$ cat src/rtl/chan_mux_seq_if.sv
// Channel-selector bus: packed channel words and controls in, selected word and scan status out.
// The "master" side drives channel data and controls; the selector itself uses the "slave" side.
interface chan_mux_seq_if #(
   parameter int WIDTH    = 4,
   parameter int CHANNELS = 4,
   parameter int SEL_W    = 2
);
   logic [CHANNELS*WIDTH-1:0] din;
   logic [SEL_W-1:0]          sel;
   logic                      mode;
   logic                      start;
   logic                      out_ready;
   logic [WIDTH-1:0]          y;
   logic [SEL_W-1:0]          y_sel;
   logic                      y_valid;
   logic                      y_last;
   logic                      busy;

   modport master (
      output din, sel, mode, start, out_ready,
      input  y, y_sel, y_valid, y_last, busy
   );

   modport slave (
      input  din, sel, mode, start, out_ready,
      output y, y_sel, y_valid, y_last, busy
   );
endinterface

$ cat src/rtl/chan_mux_seq.sv
// Registered N:1 channel word selector with a snapshot-and-stream scan mode that
// feeds the shared multiply-accumulate stage one word per accepted beat.
module chan_mux_seq #(
   parameter int WIDTH    = 4,
   parameter int CHANNELS = 4,
   parameter int SEL_W    = 2
) (
   input logic           clk,
   input logic           rst_n,
   chan_mux_seq_if.slave bus
);

   // Word arrays span the whole select range so any SEL_W index is in bounds;
   // entries past the last channel mirror the last channel.
   localparam int               DEPTH    = 2 ** SEL_W;
   localparam logic [SEL_W-1:0] LAST_IDX = SEL_W'(CHANNELS - 1);

   typedef enum logic {
      IDLE = 1'b0,
      SCAN = 1'b1
   } state_t;

   state_t           state_reg,   state_next;
   logic [SEL_W-1:0] idx_reg,     idx_next;
   logic [WIDTH-1:0] y_reg,       y_next;
   logic [SEL_W-1:0] y_sel_reg,   y_sel_next;
   logic             y_valid_reg, y_valid_next;
   logic             y_last_reg,  y_last_next;
   logic             busy_reg,    busy_next;

   logic [WIDTH-1:0] din_word    [DEPTH];
   logic [WIDTH-1:0] capture_reg [DEPTH];
   logic             snapshot_en;
   logic [SEL_W-1:0] sel_clamped;
   logic [SEL_W-1:0] idx_inc;
   logic             accept;

   for (genvar gi = 0; gi < DEPTH; gi++) begin : g_word
      if (gi < CHANNELS) begin : g_live
         assign din_word[gi] = bus.din[gi*WIDTH +: WIDTH];
      end else begin : g_pad
         assign din_word[gi] = bus.din[(CHANNELS-1)*WIDTH +: WIDTH];
      end
   end

   // Out-of-range manual selects fall back to the highest real channel.
   assign sel_clamped = (bus.sel > LAST_IDX) ? LAST_IDX : bus.sel;
   assign idx_inc     = idx_reg + SEL_W'(1);
   assign accept      = y_valid_reg && bus.out_ready;

   always_comb begin
      state_next   = state_reg;
      idx_next     = idx_reg;
      y_next       = y_reg;
      y_sel_next   = y_sel_reg;
      y_valid_next = y_valid_reg;
      y_last_next  = y_last_reg;
      busy_next    = busy_reg;
      snapshot_en  = 1'b0;

      case (state_reg)
         IDLE: begin
            if (!bus.mode) begin
               y_next       = din_word[sel_clamped];
               y_sel_next   = sel_clamped;
               y_valid_next = 1'b1;
               y_last_next  = 1'b0;
            end else if (bus.start) begin
               snapshot_en  = 1'b1;
               idx_next     = '0;
               y_next       = din_word[0];
               y_sel_next   = '0;
               y_valid_next = 1'b1;
               y_last_next  = (CHANNELS == 1);
               busy_next    = 1'b1;
               state_next   = SCAN;
            end else begin
               y_valid_next = 1'b0;
               y_last_next  = 1'b0;
            end
         end

         SCAN: begin
            // Outputs hold until the downstream stage takes the current word.
            if (accept) begin
               if (idx_reg == LAST_IDX) begin
                  y_valid_next = 1'b0;
                  y_last_next  = 1'b0;
                  busy_next    = 1'b0;
                  idx_next     = '0;
                  state_next   = IDLE;
               end else begin
                  idx_next    = idx_inc;
                  y_next      = capture_reg[idx_inc];
                  y_sel_next  = idx_inc;
                  y_last_next = (idx_inc == LAST_IDX);
               end
            end
         end

         default: begin
            state_next = IDLE;
         end
      endcase
   end

   always_ff @(posedge clk) begin
      if (!rst_n) begin
         state_reg   <= IDLE;
         idx_reg     <= '0;
         y_reg       <= '0;
         y_sel_reg   <= '0;
         y_valid_reg <= 1'b0;
         y_last_reg  <= 1'b0;
         busy_reg    <= 1'b0;
      end else begin
         state_reg   <= state_next;
         idx_reg     <= idx_next;
         y_reg       <= y_next;
         y_sel_reg   <= y_sel_next;
         y_valid_reg <= y_valid_next;
         y_last_reg  <= y_last_next;
         busy_reg    <= busy_next;
      end
   end

   // Snapshot taken at scan start so later din changes cannot leak into the stream.
   always_ff @(posedge clk) begin
      if (!rst_n) begin
         for (int i = 0; i < DEPTH; i++) begin
            capture_reg[i] <= '0;
         end
      end else if (snapshot_en) begin
         for (int i = 0; i < DEPTH; i++) begin
            capture_reg[i] <= din_word[i];
         end
      end
   end

   assign bus.y       = y_reg;
   assign bus.y_sel   = y_sel_reg;
   assign bus.y_valid = y_valid_reg;
   assign bus.y_last  = y_last_reg;
   assign bus.busy    = busy_reg;

endmodule

$ cat src/flat_wrapper.sv
// flat-port wrapper written by rule: the top's interface ports become plain ports
module chan_mux_seq_flat 
#(
   parameter int WIDTH    = 4,
   parameter int CHANNELS = 4,
   parameter int SEL_W    = 2
)
  (clk, rst_n, bus_din, bus_sel, bus_mode, bus_start, bus_out_ready, bus_y, bus_y_sel, bus_y_valid, bus_y_last, bus_busy);
  chan_mux_seq_if #(.WIDTH(WIDTH), .CHANNELS(CHANNELS), .SEL_W(SEL_W)) bus_i ();
  input logic clk;
  input logic rst_n;
  input wire logic [$bits(bus_i.din)-1:0] bus_din;
  input wire logic [$bits(bus_i.sel)-1:0] bus_sel;
  input wire logic [$bits(bus_i.mode)-1:0] bus_mode;
  input wire logic [$bits(bus_i.start)-1:0] bus_start;
  input wire logic [$bits(bus_i.out_ready)-1:0] bus_out_ready;
  output wire logic [$bits(bus_i.y)-1:0] bus_y;
  output wire logic [$bits(bus_i.y_sel)-1:0] bus_y_sel;
  output wire logic [$bits(bus_i.y_valid)-1:0] bus_y_valid;
  output wire logic [$bits(bus_i.y_last)-1:0] bus_y_last;
  output wire logic [$bits(bus_i.busy)-1:0] bus_busy;
  assign bus_i.din = bus_din;
  assign bus_i.sel = bus_sel;
  assign bus_i.mode = bus_mode;
  assign bus_i.start = bus_start;
  assign bus_i.out_ready = bus_out_ready;
  assign bus_y = bus_i.y;
  assign bus_y_sel = bus_i.y_sel;
  assign bus_y_valid = bus_i.y_valid;
  assign bus_y_last = bus_i.y_last;
  assign bus_busy = bus_i.busy;
  chan_mux_seq #(.WIDTH(WIDTH), .CHANNELS(CHANNELS), .SEL_W(SEL_W)) u_core (.clk(clk), .rst_n(rst_n), .bus(bus_i));
endmodule
$ cat config.mk
export PLATFORM = sky130hd
export DESIGN_NAME = chan_mux_seq_flat
export DESIGN_NICKNAME = d
export VERILOG_FILES = /design/src/rtl/chan_mux_seq_if.sv /design/src/rtl/chan_mux_seq.sv /design/src/flat_wrapper.sv
export SDC_FILE = /design/constraint.sdc
export NUM_CORES = 1
export LEC_CHECK = 0
export CORE_MARGIN = 10
export CORE_UTILIZATION = 50
export CTS_CLUSTER_DIAMETER = 50
export DETAILED_ROUTE_END_ITERATION = 16
export PLACE_DENSITY = 0.79
export SLEW_MARGIN = 10
export SYNTH_ARGS = -nofsm -noshare
export SYNTH_HDL_FRONTEND = slang
export SYNTH_SLANG_ARGS = --single-unit
$ cat constraint.sdc
create_clock -name clk -period 1.9 [get_ports clk]
set_clock_uncertainty 0.05 [all_clocks]
set_input_delay 0.19 -clock clk [delete_from_list [all_inputs] [get_ports clk]]
set_output_delay 0.19 -clock clk [all_outputs]
set_load 0.03 [all_outputs]
### Clock wires, drivers and flops

Scale bar: 20 microns.
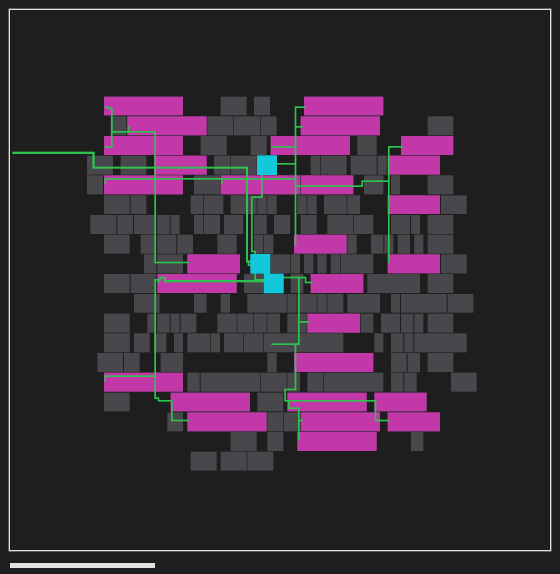
[magenta] flip-flops | count: 28
[green] clock wires | length: 296 microns
[cyan] clock drivers | count: 3
routed clock nets: 4

### Metal layers overlaid

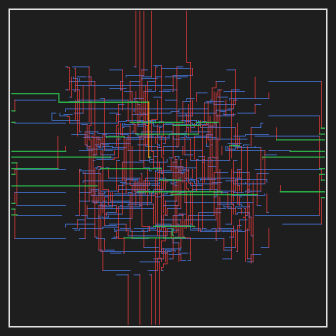
| colour | layer | wire length |
|---|---|---|
| red | metal 2 | 1,700 microns |
| green | metal 3 | 287 microns |
| blue | metal 1 | 1,430 microns |
| orange | metal 4 | 12.9 microns |

==> summary.txt <==
Notes on the physical design

The flow ran to the end, and the final reports show no timing, DRC or antenna violations. In the synthesized netlist, the number of instances is 141. The highest fanout seen on the critical path is 5. Power attributed to sequential cells is 0.000705 W. Ranking logic cells in the layout by count gives the top entries sky130_fd_sc_hd__clkdlybuf4s50_1, sky130_fd_sc_hd__edfxtp_1, sky130_fd_sc_hd__and2_1. The report lists the number of standard-cell rows as 19. The antenna diode count is 0. The largest voltage drop on the vdd net is roughly 0.48 mV. Switching power as a fraction of the total was reported as roughly a quarter. The horizontal extent of the die is approximately 74 microns. The synthesis run shows the most used standard cells to be sky130_fd_sc_hd__edfxtp_1, sky130_fd_sc_hd__and2_1, sky130_fd_sc_hd__nand2_1, sky130_fd_sc_hd__nor2_1, sky130_fd_sc_hd__dfxtp_1. In this run the power density over the cells is about 730 mW/mm^2. For reference, the post-synthesis area per instance comes to between 10 and 15 sq um.

Per the final layout report, the fraction of cells sized above drive strength 1 comes to 13.56%. The cell area after synthesis is about 0.0015 sq mm. The power in combinational cells is approximately 0.00028 W. For this run, the number of Yosys warnings is 0. The final total negative setup slack is 0 ps. The critical path is of the reg -> out type. The multiplexer fraction of the synthesized cell area is 8.446%. The count of final hold-check violations is 0.

The sequential share of power is between 50% and 60%. The clock network power is roughly 0.00039 W. Setup repair after global routing left no endpoint under its margin.

The area growth from synthesis to layout is 27.36%. Per Yosys stat, the portion of area used by sequential elements is 48.65%. The main flop type after synthesis is sky130_fd_sc_hd__edfxtp_1. The chip area from the yosys synthesis statistics is 0.001481 sq mm. The weighted congestion at the end of routability-driven global placement is between 0.8 and 0.9.

In the final design database the tool counted 203 nets. In the post-route analysis, the smallest setup slack over all paths is ~160 ps. Per the CTS log, the maximum H-tree level is 1. The synthesis report gives the async set-or-reset register share as 0%. For this run, the slowest stage of the critical path takes roughly 710 ps. The final cell count without fillers is ~210.
### Metal 3

Scale bar: 20 microns. Cells faint in the background.
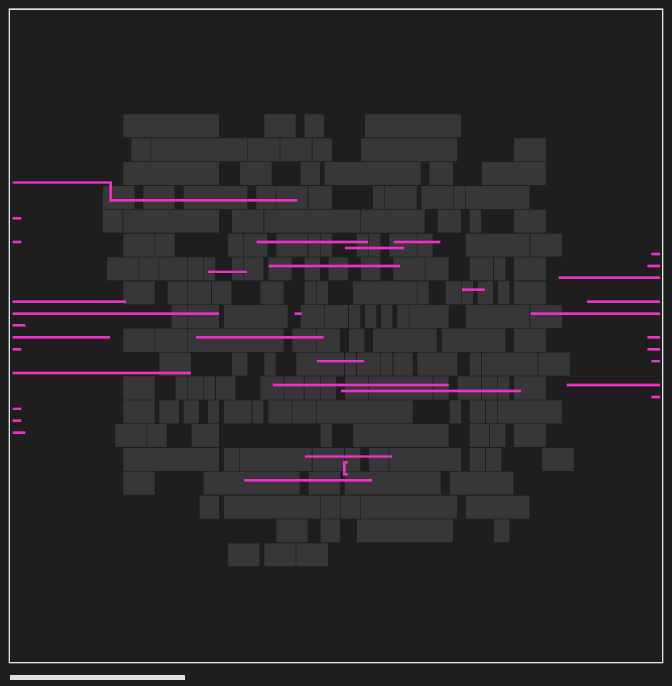
nets with wire on the layer: 33
main direction: horizontal
share of all routed wire: 8.4%
met3 track demand over resource in global routing: 3.324%
total number of vias: 1,216
wire length reported by the detailed router: 3.434 mm

==> final timing paths <==
path,end,cells after the start,slack [ps]
max,bus_y_valid,1,160
min,u_core.bus.y_last,2,410
max reg2reg,u_core.bus.y[2],5,380
min reg2reg,u_core.bus.y_last,2,410
==> layout make-up <==
| class | instances | area, sq um | area share, % |
|---|---|---|---|
| multi-input cells | 100 | 678.2 | 35.94 |
| flip-flops and latches | 28 | 720.7 | 38.20 |
| well taps | 31 | 38.79 | 2.056 |
| clock inverters | 1 | 30.03 | 1.592 |
| repair buffers | 40 | 377.9 | 20.03 |
| inverters | 5 | 18.77 | 0.9947 |
| clock buffers | 3 | 22.52 | 1.194 |
==> metal layers <==
layer | wire length [microns] | share of wire [%]
met5 | 0 | 0
met4 | 12 | 0.35
met3 | 286 | 8.3
met2 | 1703 | 50
met1 | 1431 | 42
Power figures rest on the tool's default switching activity, not on a simulated workload.
